Fig. 1: cells by drive strength
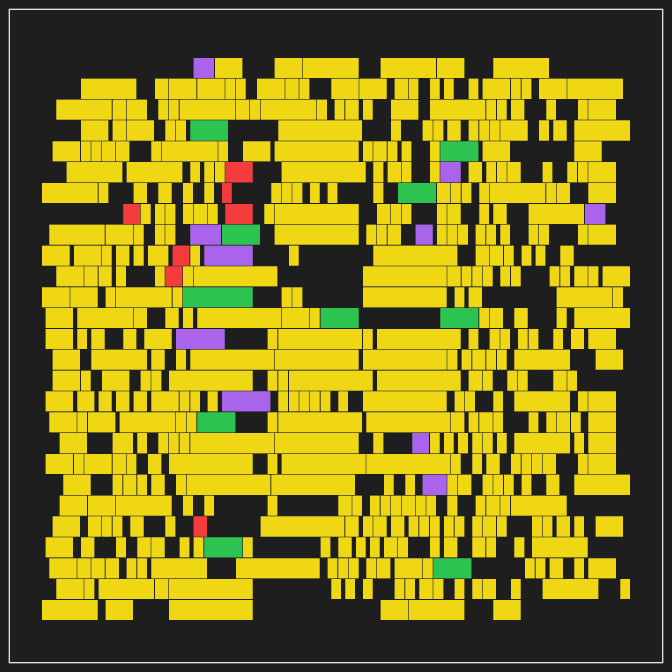
Fig. 2: placement view
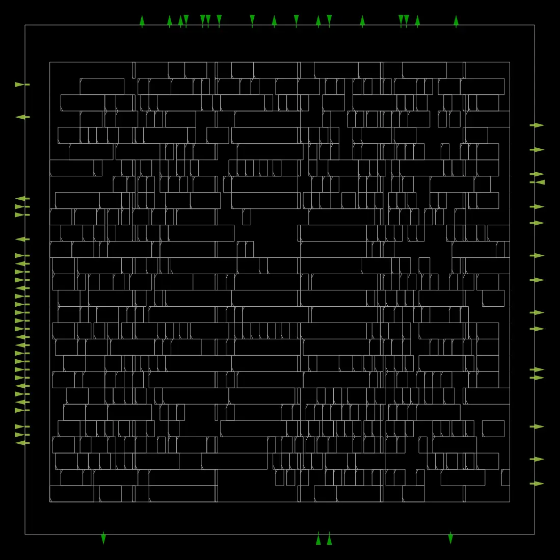
Fig. 3: signal metal coverage by tile
The die is cut into 17 by 17 equal tiles; dark blue is low, red is high, scaled to the fullest tile. Values are wire area over tile area, all layers added.
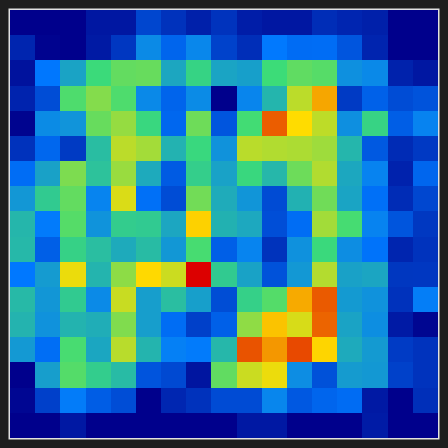
Fig. 4: where the registers sit
Scale bar: 20 um.
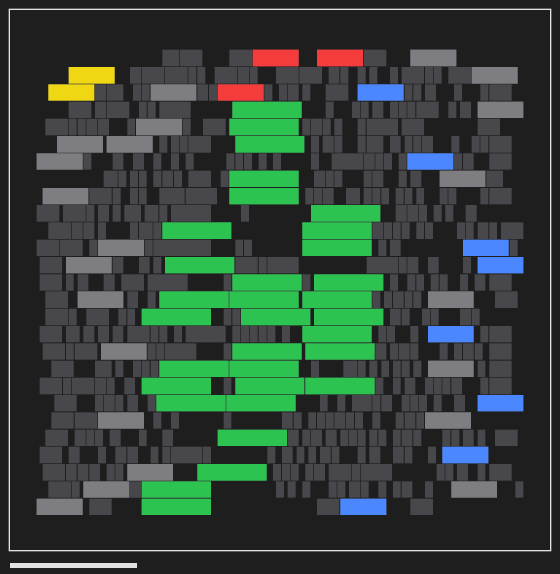
Fig. 5: clock wires, drivers and flops
Scale bar: 20 um.
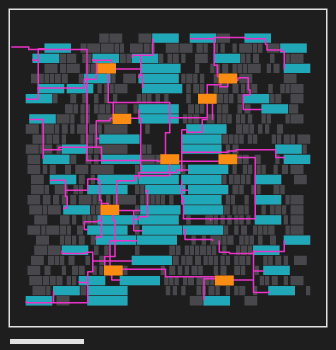
File: config.mk
export PLATFORM = sky130hd
export DESIGN_NAME = alu_controller
export DESIGN_NICKNAME = d
export VERILOG_FILES = /design/src/rtl/alu_pkg.sv /design/src/rtl/alu_regfile.sv /design/src/rtl/alu_controller.sv
export SDC_FILE = /design/constraint.sdc
export NUM_CORES = 1
export LEC_CHECK = 0
export ABC_AREA = 1
export CORE_MARGIN = 4
export CORE_UTILIZATION = 55
export DETAILED_ROUTE_END_ITERATION = 8
export HOLD_SLACK_MARGIN = 0.03
export PLACE_DENSITY_LB_ADDON = 0.08
export SLEW_MARGIN = 10
export SYNTH_ARGS = -nofsm -noshare
export SYNTH_HDL_FRONTEND = slang
export SYNTH_SLANG_ARGS = --single-unit
File: constraint.sdc
create_clock -name clk -period 4.2 [get_ports clk]
set_clock_uncertainty 0.05 [all_clocks]
set_input_delay 0.63 -clock clk [delete_from_list [all_inputs] [get_ports clk]]
set_output_delay 0.63 -clock clk [all_outputs]
set_load 0.1 [all_outputs]
File: src/rtl/alu_pkg.sv
// alu_pkg: shared opcode, instruction, FSM state types and the ALU reference model.
package alu_pkg;
   localparam int ALU_W = 8;
   localparam int ALU_REGS = 4;
   localparam int ALU_RA_W = $clog2(ALU_REGS);
   typedef enum logic [2:0] {
      OP_OR, OP_AND, OP_XOR, OP_NOTA, OP_ADD, OP_SUB, OP_INCA, OP_INCB
   } alu_op_e;
   typedef struct packed {
      alu_op_e opc;
      logic [ALU_RA_W-1:0] rd;
      logic [ALU_RA_W-1:0] ra;
      logic [ALU_RA_W-1:0] rb;
   } instr_t;
   typedef enum logic [1:0] {IDLE, ISSUE, WB} ctrl_state_e;
   function automatic logic [ALU_W-1:0] alu_model(alu_op_e op, logic [ALU_W-1:0] a, logic [ALU_W-1:0] b);
      logic [ALU_W-1:0] r;
      r = '0;
      case (op)
         OP_OR:   r = a | b;
         OP_AND:  r = a & b;
         OP_XOR:  r = a ^ b;
         OP_NOTA: r = ~a;
         OP_ADD:  r = a + b;
         OP_SUB:  r = a - b;
         OP_INCA: r = a + 1'b1;
         OP_INCB: r = b + 1'b1;
         default: r = '0;
      endcase
      return r;
   endfunction
endpackage

File: src/rtl/alu_regfile.sv
// alu_regfile: REG_COUNT x DATA_W registers, two async read ports, one sync write port, sync reset to zero.
module alu_regfile #(
   parameter int DATA_W = 8,
   parameter int REG_COUNT = 4,
   parameter int RA_W = $clog2(REG_COUNT)
) (
   input  logic              clk,
   input  logic              rst,
   input  logic              we,
   input  logic [RA_W-1:0]   waddr,
   input  logic [DATA_W-1:0] wdata,
   input  logic [RA_W-1:0]   raddr_a,
   output logic [DATA_W-1:0] rdata_a,
   input  logic [RA_W-1:0]   raddr_b,
   output logic [DATA_W-1:0] rdata_b
);
   logic [DATA_W-1:0] mem [REG_COUNT];
   assign rdata_a = mem[raddr_a];
   assign rdata_b = mem[raddr_b];
   always_ff @(posedge clk) begin
      if (rst) begin
         for (int i = 0; i < REG_COUNT; i++) mem[i] <= '0;
      end else if (we) begin
         mem[waddr] <= wdata;
      end
   end
endmodule

File: src/rtl/alu_controller.sv
// alu_controller: drives an external 8-op ALU from a register file and writes results back (IDLE->ISSUE->WB).
// Define ALU_CHECK_EN to compare alu_s against an internal model and raise sticky alu_err on mismatch.
module alu_controller
   import alu_pkg::*;
#(
   parameter int DATA_W = 8,
   parameter int REG_COUNT = 4,
   localparam int RA_W = $clog2(REG_COUNT)
) (
   input  logic              clk,
   input  logic              rst,
   input  logic              ld_valid,
   output logic              ld_ready,
   input  logic [RA_W-1:0]   ld_addr,
   input  logic [DATA_W-1:0] ld_data,
   input  logic              instr_valid,
   output logic              instr_ready,
   input  logic [3+3*RA_W-1:0] instr,
   output logic              alu_opc2,
   output logic              alu_opc1,
   output logic              alu_opc0,
   output logic [DATA_W-1:0] alu_a,
   output logic [DATA_W-1:0] alu_b,
   input  logic [DATA_W-1:0] alu_s,
   output logic              res_valid,
   output logic [RA_W-1:0]   res_rd,
   output logic [DATA_W-1:0] res_data,
   output logic              res_zero,
   output logic              alu_err
);
   ctrl_state_e state, state_n;
   logic [2:0] opc_q;
   logic [RA_W-1:0] rd_q;
   logic [DATA_W-1:0] rdata_a, rdata_b;
   logic accept, we;
   assign ld_ready = state == IDLE;
   assign instr_ready = state == IDLE && !ld_valid;
   assign accept = instr_valid && instr_ready;
   assign {alu_opc2, alu_opc1, alu_opc0} = opc_q;
   // load and writeback never overlap: loads only in IDLE, writeback only in WB
   assign we = (state == IDLE && ld_valid) || state == WB;
   alu_regfile #(.DATA_W(DATA_W), .REG_COUNT(REG_COUNT), .RA_W(RA_W)) u_regfile (
      .clk(clk),
      .rst(rst),
      .we(we),
      .waddr(state == WB ? res_rd : ld_addr),
      .wdata(state == WB ? res_data : ld_data),
      .raddr_a(instr[RA_W +: RA_W]),
      .rdata_a(rdata_a),
      .raddr_b(instr[0 +: RA_W]),
      .rdata_b(rdata_b)
   );
   always_comb begin
      state_n = state;
      state_n = state == IDLE ? (accept ? ISSUE : IDLE) : state == ISSUE ? WB : IDLE;
   end
   always_ff @(posedge clk) begin
      if (rst) begin
         state <= IDLE;
         opc_q <= '0;
         rd_q <= '0;
         alu_a <= '0;
         alu_b <= '0;
         res_valid <= 1'b0;
         res_rd <= '0;
         res_data <= '0;
         res_zero <= 1'b1;
      end else begin
         state <= state_n;
         res_valid <= state == ISSUE;
         if (accept) begin
            opc_q <= instr[3*RA_W +: 3];
            rd_q <= instr[2*RA_W +: RA_W];
            alu_a <= rdata_a;
            alu_b <= rdata_b;
         end
         if (state == ISSUE) begin
            res_rd <= rd_q;
            res_data <= alu_s;
            res_zero <= alu_s == '0;
         end
      end
   end
`ifdef ALU_CHECK_EN
   always_ff @(posedge clk) begin
      if (rst) alu_err <= 1'b0;
      else if (state == ISSUE && alu_s != alu_model(alu_op_e'(opc_q), alu_a, alu_b)) alu_err <= 1'b1;
   end
`else
   assign alu_err = 1'b0;
`endif
endmodule

==> out/metrics.csv <==
stage,metric,value,unit
route,vias_per_cell,5.06,
synthesis,syn_area,3270,um^2
layout,clk_share,4.60,%
clocking,numCtsBuffers,9,
outcome,run_status,"finished, final reports clean",
power_and_ir_drop,power.total,1.59,mW
placed_design,pre_cts_ws,1.31,ns
min_path,min_from,rd_q[1]$_SDFFE_PP0P_,
floorplan,core_area,5640,um^2
placed_design,dpl_cell_area,3860,um^2
job,cap_violations,0,
route,finalWirelength,7.40,mm
critical_path,critical_path_peak_fanout,8,
power_and_ir_drop,power_leader,sequential cells,
synthesis,topCellsByArea,"edfxtp_1 29%, dfxtp_1 21%, nand2_1 17%, inv_1 6.9%, nand3_1 5.4%",
sta,drv_slew,0,
layout,buffers,64,
global_route,first_global_vias,2669,
synthesis,compound_area_share,7.58,%
layout,logic_gates,282,
power_and_ir_drop,pwr-share-seq,46.6,%
critical_path,critPathTopFamily,buffers and inverters,
floorplan,fp_util,57.9,%
critical_path,arrival,2.05,ns
synthesis,yosysCellCount,433,
About Fig. 1:
Green is x6 and larger, cells 10, share 2.0%, most used clkbuf_8. Red is x2, cells 7, share 1.4%, most used nand2_2. Purple is x3 and x4, cells 10, share 2.0%, most used nand3_4. Yellow is x1 and smaller, cells 463, share 94%, most used nand2_1.
Final Cell Area: 4050 um^2
Final Worst Setup Slack: 1.47 ns
Area growth syn-to-layout: 23.9%

About Fig. 2:
final core occ: 71.8%
Row Count: 27

About Fig. 3:
10% of the tiles are nearly empty. The mean over all tiles is 0.17. 21% of the tiles are over half the peak.
Routed WL per cell: 13.2 um
GRT Overall Usage: 21.4%
Vias: 2846

About Fig. 4:
Green is u_regfile.mem, placed flops 32. Red is opc_q, placed flops 3. Yellow is res_rd, placed flops 2. Blue is alu_b, placed flops 8.
flop share of the area: 41.0%
seq pwr: 742 uW
register area: 1660 um^2

About Fig. 5:
Magenta is clock wires, length 843 um. Cyan is flip-flops, count 67. Orange is clock-net drivers, count 9.
There are 10 routed clock nets. Position of the flops: all over the die.
clock power share: 31.6%
Clock net power: 503 uW
Worst-Skew Late Latency: 0.34 ns

-- synthesized netlist by cell type --
cell	instances
nand2_2	3
conb_1	1
nand3_4	3
nor2_1	33
a21oi_1	31
buf_4	2
nor3_2	1
inv_2	1
nand3_2	1
buf_1	1
dfxtp_1	35
a211oi_1	1
nand3b_1	2
nor2_4	1
nand4_1	1
nand2_1	151
nand3_1	35
edfxtp_1	32
inv_1	60
o21ai_0	17
buf_2	12
nor3_1	1
clkbuf_1	5
buf_6	3
-- worst min-delay path: stages (launching register included) --
cell and delay [ns]:
dfxtp_1 0.32, inv_1 0.05, a21oi_1 0.05
-- sequential cells by signal, summed over array words and instances (netlist names) --
name,flops
u_regfile.mem,32
res_valid,1
res_data,8
res_zero,1
alu_a,8
alu_b,8
state,2
opc_q,3
res_rd,2
rd_q,2
Power is estimated from default activity; no workload was simulated.
